### The clock network, run 1

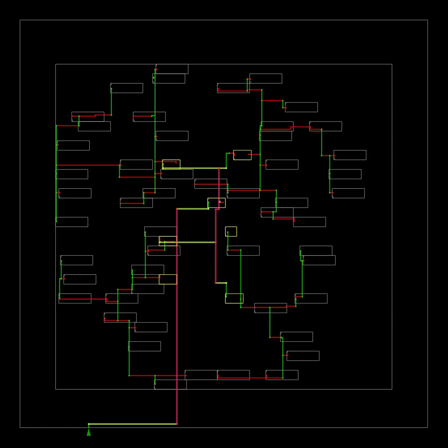
### The metal 3 layer, run 1

Cells faint in the background.
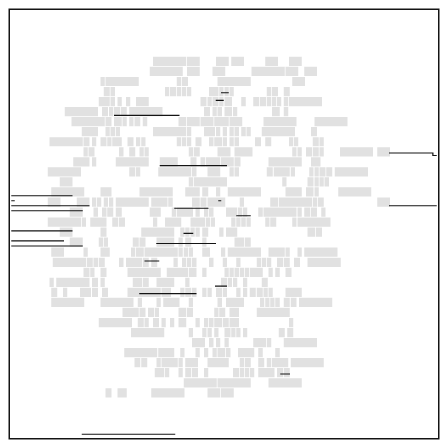
### Close-up of the layout, run 1

Window x 38 to 78, y 38 to 78 um. Cells in grey, sequential cells in the stronger grey; small squares are vias.
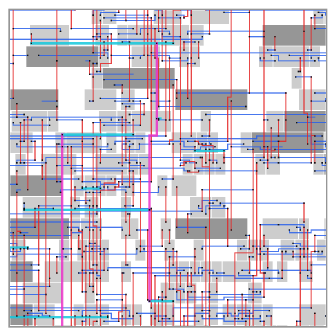
==> config.mk <==
export PLATFORM = sky130hd
export DESIGN_NAME = connect4_game_controller
export DESIGN_NICKNAME = d
export VERILOG_FILES = /design/src/rtl/connect4_pkg.sv /design/src/rtl/connect4_game_controller_heights.sv /design/src/rtl/connect4_game_controller.sv
export SDC_FILE = /design/constraint.sdc
export NUM_CORES = 1
export LEC_CHECK = 0
export ABC_AREA = 1
export CAP_MARGIN = 20
export CORE_MARGIN = 10
export CORE_UTILIZATION = 35
export DETAILED_ROUTE_END_ITERATION = 10
export SYNTH_ARGS = -nofsm -noshare
export SYNTH_HDL_FRONTEND = slang
export SYNTH_HIERARCHICAL = 1
export SYNTH_SLANG_ARGS = --single-unit
==> constraint.sdc <==
create_clock -name clk -period 5.4 [get_ports clk]
set_clock_uncertainty 0.2 [all_clocks]
set_input_delay 1.08 -clock clk [delete_from_list [all_inputs] [get_ports clk]]
set_output_delay 1.08 -clock clk [all_outputs]
set_load 0.005 [all_outputs]
==> flow_summary.yaml, run 1 <==
# synthesis and place-and-route metrics
sta:
  period_used_pct: 71.3
  drv_slew: 0
  fmax_mhz: 260
  whs_ns: 0.291
logic_synthesis:
  syn_area_um2: 3220
  ys_types: 36
  ys_sh_adder_pct: 6.22
  synth_cells: 422
  yosys.area_share.simple_pct: 30.4
  yosysSeqAreaShare_pct: 40.4
  synthFlopType: "dfrtp_1"
  ys_cells: 422
  top_logic_kind: "simple AND/OR/NAND/NOR gates"
critical_path:
  crit_chain: "clkdlybuf4s50_1 -> inv_2 -> nand3_1 -> nor2_1 -> nor2_1 -> nand2_1 -> nand2_1 -> nand2_1 -> nand2_1 -> nand2_1 -> nand2_1 -> nor2_1 -> nand2_1 -> inv_1 -> inv_1 -> nor3_4 -> nand2_2 -> o21ai_1 -> a21oi_1"
  r2r_cells: 20
  critPathSlowestCell: "clkdlybuf4s50_1"
  max_stage_delay_ns: 0.52
  worstPathArrival_ns: 3.85
cells_and_area:
  stdcell_count: 556
  layout-drive-gt1-share_pct: 12.3
  area_delta_synth_final_pct: 12.8
drt:
  drcViolationCount: 0
  dr_wl_met2_mm: 3.24
  drt_iter0_drc: 109
  drtPass1Iterations: 4
  vias_per_cell: 4.84
floorplan:
  fp.dieW_um: 116
  num_rows: 34
  fp_util_pct: 36.4
job:
  warnings: 32
status:
  status: "complete, no violations"
global_routing:
  grt-ovfl-total: 0
  first_global_vias: 2583
  grt_pass1_wl_mm: 12.2
clock_network:
  hold_buffers: 0
  cts_tree: "yes"
  root_buffer: "clkbuf_8"
  clock_path_buffers: 2
pwr:
  power_per_cell_area_nw_per_um2: 359
placed_design:
  place_inst: 549
About 'The clock network':
# clk buffers: 6
CTS sink count: 52
CTS buffer count: 5
flip-flops: 52
Clock net power: 231 uW

About 'The metal 3 layer':
nets with wire on the layer = 18
main direction = horizontal
GR Util met3: 2.48%
routed vias: 2692
wirelength, routed: 7.04 mm

About 'Close-up of the layout':
red -> met2
magenta -> met4
cyan -> met3
blue -> met1
most frequent = nand2_1 (32), nor2_1 (18), inv_1 (15)
sequential cells in the window = 10
cells with their middle in the window = 131

-- run 1: stage by stage --
step           power, uW  utilization (%)  worst slack, ns  area, um2
6_report            1310             41.1             1.55       3630
3_5_place_dp        1090             40.0             1.23       3540
5_1_grt             1420             41.1             1.18       3630
4_1_cts             1330             41.1             1.56       3630
3_3_place_gp        1080             40.0             1.35       3540
2_1_floorplan        921                -             2.28       3220
-- run 1: cell usage after synthesis, types with 2 or more instances --
master	number	share of area [%]
nand2_1	106	12
dfrtp_1	52	40
inv_1	45	5.2
nor2_1	36	4.2
nand3_1	30	4.7
o21ai_0	30	4.7
a21oi_1	20	3.1
inv_2	17	2.0
ha_1	16	6.2
o21ai_1	11	1.7
nand3_2	10	3.1
nand4_1	7	1.4
nand2_2	6	1.2
nor2_4	3	1.0
o21a_1	3	0.70
xnor2_1	3	0.82
a211oi_1	2	0.47
a211oi_2	2	0.78
buf_6	2	0.70
nor2_2	2	0.39
nor3_1	2	0.31
nor3_4	2	1.0
o211ai_1	2	0.47
-- run 1: worst register-to-register path, delay by kind of cell (launching register included) --
kind                       cells  cell delay, ns
buffers and inverters          3            0.55
adders and majority gates      1            0.19
DFF                            1            0.38
AOI/OAI and AO/OA              2            0.18
and+or+nand+nor               14            1.30
-- run 1: cells by family after synthesis --
group	count (synthesis)
and+or+nand+nor	207
AOI/OAI and AO/OA	75
buffers and inverters	68
DFF	52
adders and majority gates	16
xor gates and xnor gates	4
-- run 1: area by class of cell --
type / instances / area (um2) / share of cell area, %
inverters: 63 / 238 / 6.54
well taps: 108 / 135 / 3.72
clock inverters: 1 / 8.76 / 0.241
clock buffers: 6 / 82.6 / 2.27
flip-flops and latches: 52 / 1300 / 35.8
multi-input cells: 302 / 1640 / 45.0
repair buffers: 24 / 233 / 6.40
-- run 1: power groups by stage --
stage / Sequential (uW) / Clock, uW / Combinational (uW)
2_1_floorplan: 532 / 0 / 390
3_3_place_gp: 542 / 0 / 537
3_5_place_dp: 542 / 0 / 548
4_1_cts: 536 / 242 / 548
5_1_grt: 549 / 256 / 620
6_report: 535 / 231 / 540
-- run 1: placed cells by master (no fill, tap or decap) --
master / count
o21ai_1: 11
buf_2: 1
a21oi_1: 20
a211oi_1: 2
clkbuf_8: 6
nor3_1: 2
xor2_1: 1
a21oi_2: 1
nand4_1: 7
clkinv_2: 1
o21bai_1: 1
buf_4: 1
nor2_4: 3
nor3_4: 2
o211ai_1: 2
nand2_2: 6
inv_2: 17
nor3b_1: 1
nand2_1: 106
xnor2_1: 3
dfrtp_1: 52
nand3_2: 10
o22ai_1: 1
ha_1: 16
o21ai_0: 30
nand3_1: 30
o31ai_1: 1
a211oi_2: 2
clkinv_4: 1
clkdlybuf4s50_1: 22
inv_1: 45
nor2_2: 2
o21a_1: 3
nand2_4: 1
o21ai_2: 1
nor2_1: 36
and3_1: 1
-- run 1: per-layer routing --
layer / up-vias / global-route usage (%)
met2: 33 / 17.7
met3: 6 / 2.48
li1: 1416 / -
met5: - / 0
met1: 1237 / 14.7
met4: 0 / 3.75
--- run 2 (diff from run 1) ---
- clock period: 5.4 -> 3.4 ns (I/O delays scaled with it)
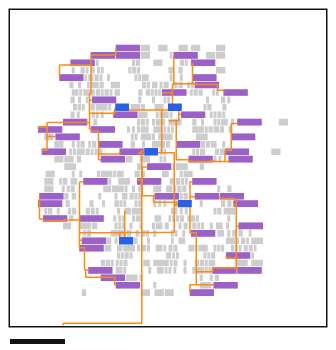
*Routed clock nets over the placement, run 2*
Scale bar: 20 um.
blue -> cells driving clock nets  # count 5
orange -> clock wires  # length 700 um
purple -> flip-flops  # count 52
routed clock nets = 6
Clock net power: 373 uW
clk_lat worst skew: 0.31 ns
Clk pwr share: 17.8%

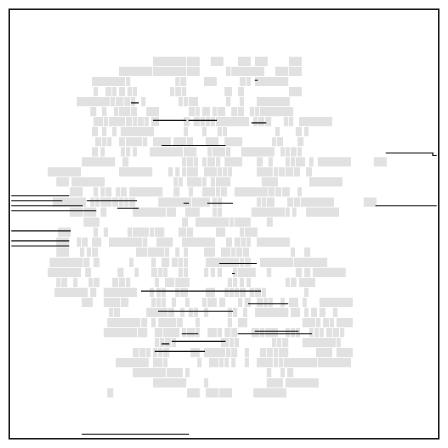
*The metal 3 layer, run 2*
Cells faint in the background.
main direction = horizontal
longest straight run = 32.2 um
routed vias: 2804
GR Util met3: 2.79%

==> run 2 against run 1 <==
Net effect: first-iteration DRC count grew 23%; global-route usage grew 0.52 points; largest power group unchanged; cell count rose by 1.6%.
==> flow_summary.yaml, run 2 <==
# synthesis and place-and-route metrics
drt:
  drt_iter0_drc: 134
  drcViolationCount: 0
  vias_per_cell: 4.96
  routed_wl_mm: 7.13
  drtPass1Iterations: 4
logic_synthesis:
  ys_cells: 422
  synthFlopType: "dfrtp_1"
  top_area_share_pct: 40.4
  syn_area_um2: 3220
  synthTopCellsByArea: "dfrtp_1 (40%), nand2_1 (12%), ha_1 (6.2%)"
  top_area_cell: "dfrtp_1"
critical_path:
  worstPathArrival_ns: 2.95
  r2r_cells: 20
  critPathSlowestCell: "clkdlybuf4s50_1"
  crit_chain: "clkdlybuf4s50_1 -> nand3_1 -> nor2_1 -> nor2_1 -> nand2_1 -> nand2_1 -> nand2_1 -> nand2_1 -> nand2_1 -> nand2_1 -> nor2_1 -> nand2_1 -> inv_1 -> buf_4 -> nand3_2 -> inv_2 -> nand2_1 -> o21ai_0 -> a21oi_1"
job:
  warnings: 32
clock_network:
  numCtsBuffers: 5
  root_buffer: "clkbuf_8"
  cts_sinks: 52
  clock_path_buffers: 2
cells_and_area:
  layout_top_cell: "nand2_1"
  utilization_pct: 41.8
  lay_top_cells: "nand2_1 (106), dfrtp_1 (52), inv_1 (45)"
  area_delta_synth_final_pct: 14.8
  layout-drive-gt1-share_pct: 13.8
global_routing:
  first_global_vias: 2735
  grt_pass1_wl_mm: 12.8
floorplan:
  fp.dieW_um: 116
status:
  status: "complete, no violations"
-- run 2: cell types whose count changed in the layout (fill, tap and decap cells not counted) --
| cell | before | now |
|---|---|---|
| clkinv_4 | 1 | 0 |
| clkbuf_1 | 0 | 1 |
| buf_4 | 1 | 9 |
| clkinvlp_4 | 0 | 1 |
-- run 2: final cells by class --
type | instances | area, um2 | area share [%]
clock buffer | 7 | 86.3 | 2.34
clock inverter | 1 | 7.51 | 0.203
inverter | 63 | 238 | 6.43
multi-input combinational | 302 | 1640 | 44.2
sequential | 52 | 1300 | 35.2
tap | 108 | 135 | 3.66
timing repair buffer | 32 | 293 | 7.92
-- run 2: cell families (layout without fill, tap and decap cells) --
family / count (synthesis) / count (layout) / share of synthesized area (%)
simple gates: 207 / 207 / 30.4
compound gates: 75 / 75 / 13.1
buf+inv: 68 / 103 / 8.82
flops: 52 / 52 / 40.4
fa+ha+maj: 16 / 16 / 6.22
xor+xnor: 4 / 4 / 1.09
-- run 2: stage by stage --
step / std cells / instance area, um2 / hold WS, ns / setup slack (ns) / total power [uW]
after global routing: 565 / 3700 / 0.169 / 0.171 / 2280
after detailed placement: 557 / 3600 / 0.284 / 0.0870 / 1740
after global placement: 557 / 3600 / 0.270 / 0.253 / 1730
after floorplan: 422 / 3220 / 0.184 / 0.682 / 1460
final: 565 / 3700 / 0.135 / 0.465 / 2090
after CTS: 565 / 3700 / 0.158 / 0.430 / 2120
-- run 2: power groups by stage --
stage	sequential [uW]	clock [uW]	combinational, uW
2_1_floorplan	844	0	619
3_3_place_gp	862	0	866
3_5_place_dp	864	0	873
4_1_cts	852	389	880
5_1_grt	872	409	994
6_report	850	373	867
-- run 2: worst register-to-register path, stage by stage (launching register included) --
cell,delay [ns]
dfrtp_1,0.46
ha_1,0.21
nor2_1,0.10
nor2_1,0.05
nor2_1,0.08
nand2_1,0.05
nand2_1,0.05
nand2_1,0.05
nand2_1,0.05
nand2_1,0.04
nand2_1,0.06
nand2_1,0.09
nor2_1,0.12
nand2_1,0.07
inv_1,0.13
buf_4,0.18
nand3_2,0.10
inv_2,0.07
nand2_1,0.06
o21ai_0,0.16
a21oi_1,0.06
-- run 2: per-layer routing --
| metal | wire (um) | track usage, % | vias to the layer above |
|---|---|---|---|
| li1 | - | - | 1436 |
| met1 | 3280 | 14.6 | 1310 |
| met2 | 3310 | 19.0 | 49 |
| met3 | 380 | 2.79 | 9 |
| met4 | 157 | 4.67 | 0 |
| met5 | 0 | 0 | - |
Power is estimated from default activity; no workload was simulated.
